## config.mk

```make
export PLATFORM = sky130hd
export DESIGN_NAME = button_conditioner_flat
export DESIGN_NICKNAME = d
export VERILOG_FILES = /design/src/rtl/pong_pkg.sv /design/src/rtl/button_conditioner_if.sv /design/src/rtl/debounce_channel.sv /design/src/rtl/button_conditioner.sv /design/src/flat_wrapper.sv
export SDC_FILE = /design/constraint.sdc
export NUM_CORES = 1
export LEC_CHECK = 0
export CAP_MARGIN = 20
export CORE_MARGIN = 8
export CORE_UTILIZATION = 40
export DETAILED_ROUTE_END_ITERATION = 12
export SLEW_MARGIN = 40
export SYNTH_ARGS = -nofsm -noshare
export SYNTH_HDL_FRONTEND = slang
export SYNTH_SLANG_ARGS = --single-unit
```

## constraint.sdc

```tcl
create_clock -name clk -period 17.3 [get_ports clk]
set_clock_uncertainty 0.2 [all_clocks]
set_input_delay 3.46 -clock clk [delete_from_list [all_inputs] [get_ports clk]]
set_output_delay 3.46 -clock clk [all_outputs]
set_load 0.02 [all_outputs]
```

## src/rtl/pong_pkg.sv

```systemverilog
// Shared definitions for the button conditioner.
// Contents:
//   Def*           default timing constants (25 MHz board clock)
//   btn_state_t    per-channel debounce FSM state encoding
//   cnt_width()    width of a counter that must reach a given terminal count
package pong_pkg;

    localparam int unsigned DefNumBtn         = 4;
    localparam int unsigned DefDebounceCycles = 250000;    // 10 ms at 25 MHz
    localparam int unsigned DefRepeatDelay    = 12500000;  // 500 ms at 25 MHz
    localparam int unsigned DefRepeatPeriod   = 2500000;   // 100 ms at 25 MHz

    typedef logic [1:0] btn_state_t;

    localparam btn_state_t StIdle        = 2'd0;
    localparam btn_state_t StPressWait   = 2'd1;
    localparam btn_state_t StHeld        = 2'd2;
    localparam btn_state_t StReleaseWait = 2'd3;

    // One spare bit over $clog2 so the terminal value always fits.
    function automatic int unsigned cnt_width(input int unsigned n);
        return $clog2(n) + 1;
    endfunction

endpackage

```

## src/rtl/button_conditioner_if.sv

```systemverilog
// Button bundle between the board-side driver and the conditioner.
// Signals (all NUM_BTN wide, one bit per button):
//   btn_n        raw active-low buttons
//   btn_level    debounced level, 1 = pressed
//   btn_press    one-cycle pulse on accepted press
//   btn_release  one-cycle pulse on accepted release
//   btn_repeat   one-cycle auto-repeat pulse while held
// Modports: master drives btn_n, slave (the conditioner) drives the rest.
interface button_conditioner_if #(
    parameter int unsigned NUM_BTN = pong_pkg::DefNumBtn
);

    logic [NUM_BTN-1:0] btn_n;
    logic [NUM_BTN-1:0] btn_level;
    logic [NUM_BTN-1:0] btn_press;
    logic [NUM_BTN-1:0] btn_release;
    logic [NUM_BTN-1:0] btn_repeat;

    modport master (
        output btn_n,
        input  btn_level,
        input  btn_press,
        input  btn_release,
        input  btn_repeat
    );

    modport slave (
        input  btn_n,
        output btn_level,
        output btn_press,
        output btn_release,
        output btn_repeat
    );

endinterface

```

## src/rtl/debounce_channel.sv

```systemverilog
// Single-button conditioner: 2-flop synchronizer, debounce FSM, auto-repeat.
// Ports:
//   clk, rst      clock, asynchronous active-high reset
//   btn_n         raw active-low button
//   btn_level     registered debounced level (1 = pressed)
//   btn_press     registered one-cycle pulse on accepted press
//   btn_release   registered one-cycle pulse on accepted release
//   btn_repeat    registered one-cycle auto-repeat pulse while held
module debounce_channel
    import pong_pkg::*;
#(
    parameter int unsigned DEBOUNCE_CYCLES = DefDebounceCycles,
    parameter int unsigned REPEAT_DELAY    = DefRepeatDelay,
    parameter int unsigned REPEAT_PERIOD   = DefRepeatPeriod
) (
    input  logic clk,
    input  logic rst,
    input  logic btn_n,
    output logic btn_level,
    output logic btn_press,
    output logic btn_release,
    output logic btn_repeat
);

    localparam int unsigned CntW   = cnt_width(DEBOUNCE_CYCLES);
    localparam int unsigned RepMax = (REPEAT_DELAY > REPEAT_PERIOD) ? REPEAT_DELAY
                                                                    : REPEAT_PERIOD;
    localparam int unsigned RcntW  = cnt_width(RepMax);
    localparam bit          RepeatEn = (REPEAT_DELAY != 0);

    localparam logic [CntW-1:0]  CntLast    = CntW'(DEBOUNCE_CYCLES - 1);
    localparam logic [RcntW-1:0] DelayLast  = RcntW'(RepeatEn ? REPEAT_DELAY - 1 : 0);
    localparam logic [RcntW-1:0] PeriodLast = RcntW'(REPEAT_PERIOD - 1);
    localparam logic [RcntW-1:0] RcntMax    = '1;

    logic             sync1_q, sync2_q;
    btn_state_t       state_q, state_d;
    logic [CntW-1:0]  cnt_q, cnt_d;
    logic [RcntW-1:0] rcnt_q, rcnt_d;
    // Set until the first repeat of a hold has fired: selects DELAY vs PERIOD.
    logic             rep_first_q, rep_first_d;
    logic             level_q, level_d;
    logic             press_q, press_d;
    logic             release_q, release_d;
    logic             repeat_q, repeat_d;

    always_comb begin
        state_d     = state_q;
        cnt_d       = cnt_q;
        rcnt_d      = rcnt_q;
        rep_first_d = rep_first_q;
        level_d     = level_q;
        press_d     = 1'b0;
        release_d   = 1'b0;
        repeat_d    = 1'b0;

        case (state_q)
            StIdle: begin
                if (!sync2_q) begin
                    state_d = StPressWait;
                    cnt_d   = '0;
                end
            end
            StPressWait: begin
                if (sync2_q) begin
                    state_d = StIdle;
                end else if (cnt_q == CntLast) begin
                    state_d     = StHeld;
                    level_d     = 1'b1;
                    press_d     = 1'b1;
                    rcnt_d      = '0;
                    rep_first_d = 1'b1;
                end else begin
                    cnt_d = cnt_q + 1'b1;
                end
            end
            StHeld: begin
                if (sync2_q) begin
                    state_d = StReleaseWait;
                    cnt_d   = '0;
                end else if (RepeatEn) begin
                    if (( rep_first_q && rcnt_q == DelayLast) ||
                        (!rep_first_q && rcnt_q == PeriodLast)) begin
                        repeat_d    = 1'b1;
                        rcnt_d      = '0;
                        rep_first_d = 1'b0;
                    end else if (rcnt_q != RcntMax) begin
                        rcnt_d = rcnt_q + 1'b1;
                    end
                end
            end
            StReleaseWait: begin
                // rcnt deliberately untouched: a release glitch resumes the repeat cadence.
                if (!sync2_q) begin
                    state_d = StHeld;
                end else if (cnt_q == CntLast) begin
                    state_d   = StIdle;
                    level_d   = 1'b0;
                    release_d = 1'b1;
                end else begin
                    cnt_d = cnt_q + 1'b1;
                end
            end
            default: begin
                state_d = StIdle;
            end
        endcase
    end

    always_ff @(posedge clk or posedge rst) begin
        if (rst) begin
            sync1_q     <= 1'b1;
            sync2_q     <= 1'b1;
            state_q     <= StIdle;
            cnt_q       <= '0;
            rcnt_q      <= '0;
            rep_first_q <= 1'b0;
            level_q     <= 1'b0;
            press_q     <= 1'b0;
            release_q   <= 1'b0;
            repeat_q    <= 1'b0;
        end else begin
            sync1_q     <= btn_n;
            sync2_q     <= sync1_q;
            state_q     <= state_d;
            cnt_q       <= cnt_d;
            rcnt_q      <= rcnt_d;
            rep_first_q <= rep_first_d;
            level_q     <= level_d;
            press_q     <= press_d;
            release_q   <= release_d;
            repeat_q    <= repeat_d;
        end
    end

    assign btn_level   = level_q;
    assign btn_press   = press_q;
    assign btn_release = release_q;
    assign btn_repeat  = repeat_q;

endmodule

```

## src/rtl/button_conditioner.sv

```systemverilog
// Multi-button conditioner: one independent debounce_channel per button.
// Ports:
//   clk, rst   clock, asynchronous active-high reset
//   bus        button bundle (slave side): btn_n in; level/press/release/repeat out
// Bit mapping: 0 = up, 1 = down, 2 = pause, 3 = switchPlayer.
module button_conditioner
    import pong_pkg::*;
#(
    parameter int unsigned NUM_BTN         = DefNumBtn,
    parameter int unsigned DEBOUNCE_CYCLES = DefDebounceCycles,
    parameter int unsigned REPEAT_DELAY    = DefRepeatDelay,
    parameter int unsigned REPEAT_PERIOD   = DefRepeatPeriod
) (
    input  logic                 clk,
    input  logic                 rst,
    button_conditioner_if.slave  bus
);

    logic [NUM_BTN-1:0] level_w;
    logic [NUM_BTN-1:0] press_w;
    logic [NUM_BTN-1:0] release_w;
    logic [NUM_BTN-1:0] repeat_w;

    for (genvar i = 0; i < NUM_BTN; i++) begin : g_chan
        debounce_channel #(
            .DEBOUNCE_CYCLES (DEBOUNCE_CYCLES),
            .REPEAT_DELAY    (REPEAT_DELAY),
            .REPEAT_PERIOD   (REPEAT_PERIOD)
        ) u_chan (
            .clk         (clk),
            .rst         (rst),
            .btn_n       (bus.btn_n[i]),
            .btn_level   (level_w[i]),
            .btn_press   (press_w[i]),
            .btn_release (release_w[i]),
            .btn_repeat  (repeat_w[i])
        );
    end

    assign bus.btn_level   = level_w;
    assign bus.btn_press   = press_w;
    assign bus.btn_release = release_w;
    assign bus.btn_repeat  = repeat_w;

endmodule

```

## src/flat_wrapper.sv

```systemverilog
// flat-port wrapper written by rule: the top's interface ports become plain ports
module button_conditioner_flat import pong_pkg::*;
#(
    parameter int unsigned NUM_BTN         = DefNumBtn,
    parameter int unsigned DEBOUNCE_CYCLES = DefDebounceCycles,
    parameter int unsigned REPEAT_DELAY    = DefRepeatDelay,
    parameter int unsigned REPEAT_PERIOD   = DefRepeatPeriod
)
  (clk, rst, bus_btn_n, bus_btn_level, bus_btn_press, bus_btn_release, bus_btn_repeat);
  button_conditioner_if #(.NUM_BTN(NUM_BTN)) bus_i ();
  input  logic clk;
  input  logic rst;
  input wire logic [$bits(bus_i.btn_n)-1:0] bus_btn_n;
  output wire logic [$bits(bus_i.btn_level)-1:0] bus_btn_level;
  output wire logic [$bits(bus_i.btn_press)-1:0] bus_btn_press;
  output wire logic [$bits(bus_i.btn_release)-1:0] bus_btn_release;
  output wire logic [$bits(bus_i.btn_repeat)-1:0] bus_btn_repeat;
  assign bus_i.btn_n = bus_btn_n;
  assign bus_btn_level = bus_i.btn_level;
  assign bus_btn_press = bus_i.btn_press;
  assign bus_btn_release = bus_i.btn_release;
  assign bus_btn_repeat = bus_i.btn_repeat;
  button_conditioner #(.NUM_BTN(NUM_BTN), .DEBOUNCE_CYCLES(DEBOUNCE_CYCLES), .REPEAT_DELAY(REPEAT_DELAY), .REPEAT_PERIOD(REPEAT_PERIOD)) u_core (.clk(clk), .rst(rst), .bus(bus_i));
endmodule
```

==> flow_summary.toml, run 1 <==
# flow metrics
[status]
status = "finished, final reports clean"

[drt]
via_per_inst = 5.57
postRouteAntennaNets = 0
top_layer = "met4"
drtIter0Drc = 539
route.met2.wl_um = 11200
dr.pass1.iters = 5
wl_per_cell_um = 15.0

[cells_and_area]
top_regs = "u_core.g_chan.u_chan.rcnt_q x100, u_core.g_chan.u_chan.cnt_q x76"
postLayoutCellArea_um2 = 12800
areaGrowthSynthToFinish_pct = 11.2
clkCellAreaFrac_pct = 6.79
layoutNonFillerInstCount = 1670
largestClassByArea = "logic gates"
comb.multi_input.count = 967
lay_top_count = "dfrtp_1"
comb_share_pct = 44.9
fillCellCount = 2776
n_all_inverters = 36
buffers = 25
regMostFlops = "u_core.g_chan.u_chan.rcnt_q"
final_cell_mix = "dfrtp_1, nand2_1, nor2_1"

[pwr]
p_int_w = 0.000854
clkPwrFrac_pct = 50.5
p_clk_w = 0.000548
ir_worst_vdd_uv = 74.7
leakagePower_nw = 5.15
seq_power_share_pct = 47.0
swShare_pct = 21.3
p_comb_share_pct = 2.5
combinationalPower_w = 0.0000269

[logic_synthesis]
edf_count = 0
synthArstFlopShare_pct = 100
yosysCellCount = 1276
synthTopCellsByCount = "dfrtp_1, nor2_1, nand2_1, nand3_1, nor3_1"
ys_ff = 212
most_common_cell = "dfrtp_1"
top_logic_kind = "simple AND/OR/NAND/NOR gates"
largest_area_cell = "dfrtp_1"
ys_chip_area_um2 = 11500
synth_nets = 1290
ys.flop_type = "dfrtp_1"
avgSynthCellArea_um2 = 9.03
ys_seq_share_pct = 46.1
synthMuxAreaShare_pct = 1.16
yosys_warnings = 0
postSynthCellCount = 1276
synth_xor_xnor_area_share_pct = 4.64
ys_sh_aoi_pct = 14.1

[floorplanning]
die_w_um = 186
core_area_um2 = 28500
nWellTaps = 384
die-area_um2 = 34500
fp_util_pct = 40.4
row_count = 62
fp.dieH_um = 186

[global_route]
antenna_found_initial = 0
grt_usage_pct = 14.8
gr-max-usage-layer = "met2"
globalRoute.totalOverflow = 0
grt_pass1_wl_um = 44000
grt_max_degree = 136
first_global_vias = 8949

[critical_path]
reg2reg_slack_ps = 14190
cp-startpoint = "u_core.g_chan[0].u_chan.btn_level"
critPathTopFamily = "buffers and inverters"
reg2reg_from = "u_core.g_chan[1].u_chan.rcnt_q[0]"
slowest_stage = "clkdlybuf4s50_1"
end_kind = "output pin"
critPathLaunchType = "flop"
crit_type = "flop to output pin"
arrival_ps = 1500
cp_max_fo = 3
worstPathCellList = "clkdlybuf4s50_1"

[cts]
cts_resized = 0
cts.sinks = 212
cts_root_buf = "clkbuf_16"
path_clk_slew_ps = 60
post-cts-setup-buffers = 0
cts_buffers = 26
cts_tree = "built"

[final_timing]
timing.final.ws_setup_ps = 12140
finalClockPeriodUsage_pct = 29.8
finalCriticalPeriod_ps = 5160
setup_tns_ps = 0
slew_viol_final = 0
rsz0062_at_grt = "no"
finalSetupViolCount = 0
hold_viol = 0
hold_ws_ps = 155
worst_slew_pin_slew_ps = 863

[flow_run]
drv_cap = 0
warning_count = 28

[place]
place.gp.congestion = 0.842
numPortBuffers = 21
placed_cells = 1624
postPlaceCellArea_um2 = 11900
pre_cts_ws_ps = 11760

[hold_path]
whs_endpoint = "u_core.g_chan[2].u_chan.sync2_q"
hold_path_depth = 0
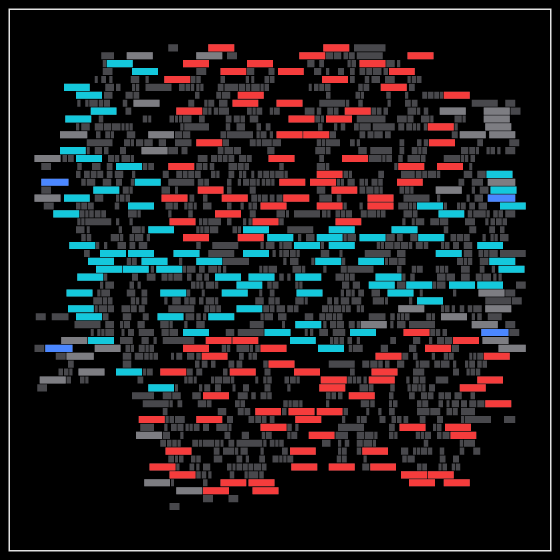
run_1/ff_map.png
[`u_core.g_chan.u_chan.cnt_q`] cyan | sequential cells: 76
[`u_core.g_chan.u_chan.sync1_q`] blue | sequential cells: 4
[`u_core.g_chan.u_chan.rcnt_q`] red | sequential cells: 100
not colored: 32
flop share of the area: 41.5%
fin util: 44.9%
register area: 5320 µm²
Seq power: 0.000509 W

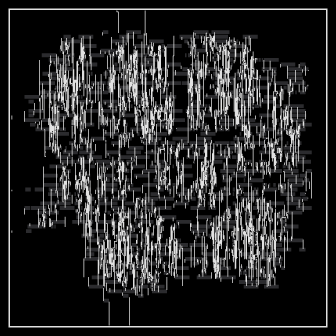
run_1/m2.png
longest straight run: 65.6 µm
nets with wire on the layer: 1019
wire length on this layer: 11200 µm
share of all routed wire: 45%
main direction: vertical
vias after detailed routing: 9296
Total Routed Length: 25100 µm

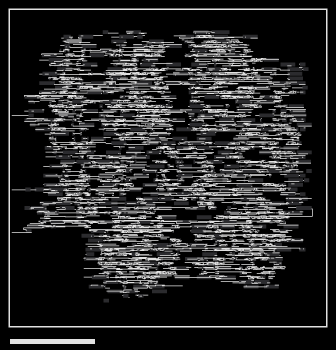
run_1/m1.png
The bar under the picture is 50 µm long.
nets with wire on the layer: 1198
share of all routed wire: 50%
main direction: horizontal
wire length on this layer: 12500 µm
met1 GRT Util: 21.1%

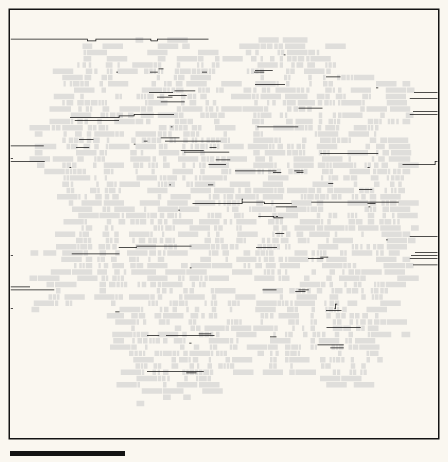
run_1/m3.png
The bar under the picture is 50 µm long.
main direction: horizontal
longest straight run: 37.7 µm
met3 Use GR: 2.11%

run_1/placed.png
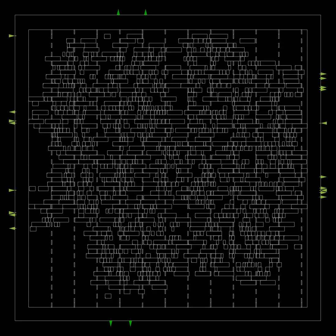

==> run 2: changes to the inputs <==
clock period = 5.3 ns   (was 17.3 ns; I/O delays follow)
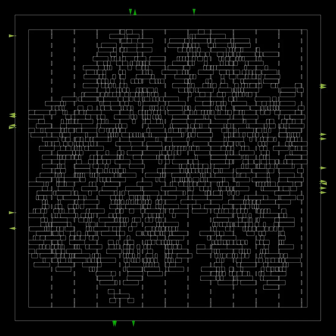
run_2/placed.png
flop share of the area: 41.6%
non-filler cells, final: 1669

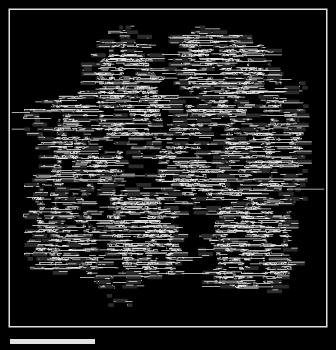
run_2/m1.png
The bar under the picture is 50 µm long.
main direction: horizontal
share of all routed wire: 49%
wire length on this layer: 12200 µm
vias after detailed routing: 9333
Total Routed Length: 24900 µm
met1 GRT Util: 20.5%

==> flow_summary.toml, run 2 <==
# flow metrics
[cells_and_area]
buffers = 25
lay_top_count = "dfrtp_1"
fin_util_pct = 44.8
postLayoutCellArea_um2 = 12800
largestClassByArea = "logic gates"
areaGrowthSynthToFinish_pct = 11.0
n_all_inverters = 36
top_regs = "u_core.g_chan.u_chan.rcnt_q x100, u_core.g_chan.u_chan.cnt_q x76"
clkCellAreaFrac_pct = 6.33
comb.multi_input.count = 967
seq_area_um2 = 5320
fillCellCount = 2766
final_cell_mix = "dfrtp_1, nand2_1, nor2_1"
regMostFlops = "u_core.g_chan.u_chan.rcnt_q"
comb_share_pct = 45.1

[final_timing]
hold_ws_ps = 153
setup_tns_ps = 0
rsz0062_at_grt = "no"
finalCriticalPeriod_ps = 3000
slew_viol_final = 0
finalSetupViolCount = 0
finalClockPeriodUsage_pct = 56.7
worst_slew_pin_slew_ps = 856
timing.final.ws_setup_ps = 2300
hold_viol = 0

[logic_synthesis]
yosys_warnings = 0
ys_seq_share_pct = 46.1
postSynthCellCount = 1276
avgSynthCellArea_um2 = 9.03
top_logic_kind = "simple AND/OR/NAND/NOR gates"
synthMuxAreaShare_pct = 1.16
ys_sh_aoi_pct = 14.1
largest_area_cell = "dfrtp_1"
synth_xor_xnor_area_share_pct = 4.64
yosysCellCount = 1276
synth_nets = 1290
ys.flop_type = "dfrtp_1"
synthTopCellsByCount = "dfrtp_1, nor2_1, nand2_1, nand3_1, nor3_1"
ys_ff = 212
edf_count = 0
synthArstFlopShare_pct = 100

[pwr]
clkPwrFrac_pct = 48.8
top_power_group = "clock"
combinationalPower_w = 0.0000898
p_comb_share_pct = 2.6
p_clk_w = 0.00167
ir_worst_vdd_uv = 245
swShare_pct = 21.2
leakagePower_nw = 5.13
seq_power_share_pct = 48.5
pg_seq_w = 0.00166

[global_route]
grt_max_degree = 156
globalRoute.totalOverflow = 0
use_met3_pct = 2.32
grt_pass1_wl_um = 43600
gr-max-usage-layer = "met2"
antenna_found_initial = 0
first_global_vias = 9019
grt_usage_pct = 14.7

[cts]
path_clk_slew_ps = 60
cts_buffers = 25
cts_tree = "built"
post-cts-setup-buffers = 0
cts.sinks = 212
cts_root_buf = "clkbuf_16"
cts_resized = 0

[drt]
dr.pass1.iters = 4
top_layer = "met4"
via_per_inst = 5.59
wl_met3_um = 964
postRouteAntennaNets = 0
wl_per_cell_um = 14.9
route.met2.wl_um = 11200
drtIter0Drc = 642

[critical_path]
end_kind = "flop"
reg2reg_to = "u_core.g_chan[1].u_chan.rcnt_q[17]"
reg2reg_slack_ps = 2300
cp-startpoint = "u_core.g_chan[1].u_chan.rcnt_q[0]"
worstPathCellList = "ha_1 -> nand4_1 -> nor2_1 -> a311oi_1 -> nor2b_1 -> nand2_1 -> o31ai_1"
reg2reg_from = "u_core.g_chan[1].u_chan.rcnt_q[0]"
crit_type = "flop to flop"
cp_max_fo = 8
critPathTopFamily = "simple AND/OR/NAND/NOR gates"
arrival_ps = 3230
slowest_stage = "nor2b_1"
critPathLaunchType = "flop"

[hold_path]
whs_endpoint = "u_core.g_chan[2].u_chan.sync2_q"
hold_path_depth = 0

[flow_run]
drv_cap = 0
warning_count = 27

[floorplanning]
fp.dieH_um = 186
die_w_um = 186
core_area_um2 = 28500
row_count = 62
fp_util_pct = 40.4
nWellTaps = 384
die-area_um2 = 34500

[place]
place.gp.congestion = 0.851
placed_cells = 1623
pre_cts_ws_ps = 2320
dp_hpwl_um = 16400
postPlaceCellArea_um2 = 11900

[status]
status = "finished, final reports clean"
run_2/ff_map.png
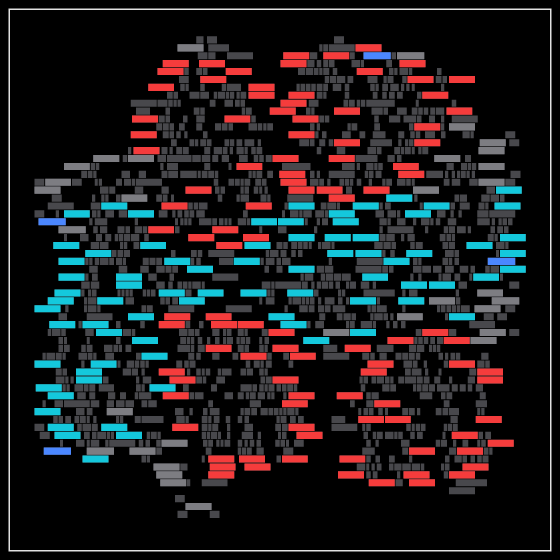

==> run 3: changes to the inputs <==
clock period = 2.42 ns   (was 5.3 ns; I/O delays follow)
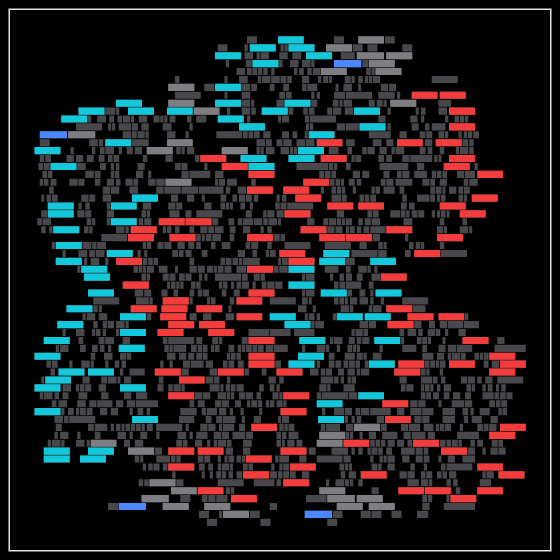
run_3/ff_map.png
[`u_core.g_chan.u_chan.sync1_q`] blue | sequential cells: 4
[`u_core.g_chan.u_chan.cnt_q`] cyan | sequential cells: 76
[`u_core.g_chan.u_chan.rcnt_q`] red | sequential cells: 100
flop share of the area: 37.9%
Seq power: 0.00364 W
fin util: 49.1%

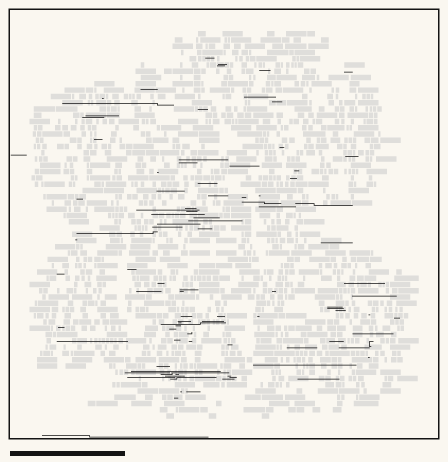
run_3/m3.png
The bar under the picture is 50 µm long.
main direction: horizontal
nets with wire on the layer: 62
longest straight run: 51.5 µm
met3 Use GR: 1.95%
Total Routed Length: 27000 µm
vias after detailed routing: 9901

==> flow_summary.toml, run 3 <==
# flow metrics
[critical_path]
reg2reg_from = "u_core.g_chan[3].u_chan.rcnt_q[11]"
slowest_stage = "or4_1"
cp_max_fo = 6
cp-startpoint = "u_core.g_chan[3].u_chan.rcnt_q[11]"
arrival_ps = 2550
reg2reg_slack_ps = 70
critPathLaunchType = "flop"
crit_type = "flop to flop"
end_kind = "flop"
worstPathCellList = "or4_1 -> nor4_2 -> o2111a_2 -> buf_4 -> nor3b_1 -> o21ai_1 -> o31ai_2"
critPathTopFamily = "simple AND/OR/NAND/NOR gates"
reg2reg_to = "u_core.g_chan[3].u_chan.rcnt_q[7]"

[final_timing]
setup_tns_ps = 0
slew_viol_final = 0
worst_slew_pin_slew_ps = 803
finalSetupViolCount = 0
timing.final.ws_setup_ps = 67.1
finalClockPeriodUsage_pct = 97.2
hold_viol = 0
rsz0062_at_grt = "yes"
finalCriticalPeriod_ps = 2350

[floorplanning]
row_count = 62
core_area_um2 = 28500
nWellTaps = 384
fp_util_pct = 40.4
die_w_um = 186
die-area_um2 = 34500

[logic_synthesis]
ys_ff = 212
most_common_cell = "dfrtp_1"
yosysCellCount = 1276
synthArstFlopShare_pct = 100
synth_nets = 1290
synthTopCellsByCount = "dfrtp_1, nor2_1, nand2_1, nand3_1, nor3_1"
avgSynthCellArea_um2 = 9.03
synth_xor_xnor_area_share_pct = 4.64
ys_sh_aoi_pct = 14.1
ys_chip_area_um2 = 11500
synthDistinctLibCells = 81
synthMuxAreaShare_pct = 1.16
ys_seq_share_pct = 46.1
ys.flop_type = "dfrtp_1"
edf_count = 0

[global_route]
globalRoute.totalOverflow = 0
met1_usage_pct = 21.6
gr-max-usage-layer = "met2"
antenna_found_initial = 0
grt_max_degree = 48
first_global_vias = 9857
grt_usage_pct = 16.1
grt_pass1_wl_um = 47400

[drt]
drtIter0Drc = 571
top_layer = "met4"
wl_per_cell_um = 15.1
via_per_inst = 5.52
postRouteAntennaNets = 0
wl_met3_um = 993

[place]
numPortBuffers = 21
dp_hpwl_um = 18300
postPlaceCellArea_um2 = 12900
placed_cells = 1740
pre_cts_ws_ps = -59.9

[cts]
cts.sinks = 212
path_clk_slew_ps = 60
post-cts-setup-buffers = 0
cts_buffers = 25
cts_resized = 2
cts_tree = "built"

[cells_and_area]
top_regs = "u_core.g_chan.u_chan.rcnt_q x100, u_core.g_chan.u_chan.cnt_q x76"
regMostFlops = "u_core.g_chan.u_chan.rcnt_q"
clock_buffers = 35
comb_share_pct = 42.3
buffers = 153
seq_area_um2 = 5320
n_all_inverters = 36
lay_top_count = "dfrtp_1"
layoutNonFillerInstCount = 1794
clkCellAreaFrac_pct = 6.02
comb.multi_input.count = 967
largestClassByArea = "logic gates"
fillCellCount = 2746

[pwr]
swShare_pct = 21.3
top_power_group = "clock"
p_clk_w = 0.00385
seq_power_share_pct = 47.1
clkPwrFrac_pct = 49.9
ir_worst_vdd_uv = 459
p_comb_share_pct = 2.9
p_int_w = 0.00607
leakagePower_nw = 5.86

[flow_run]
drv_cap = 0
warning_count = 28

[status]
status = "finished, final reports clean"
Power is estimated from default activity; no workload was simulated.
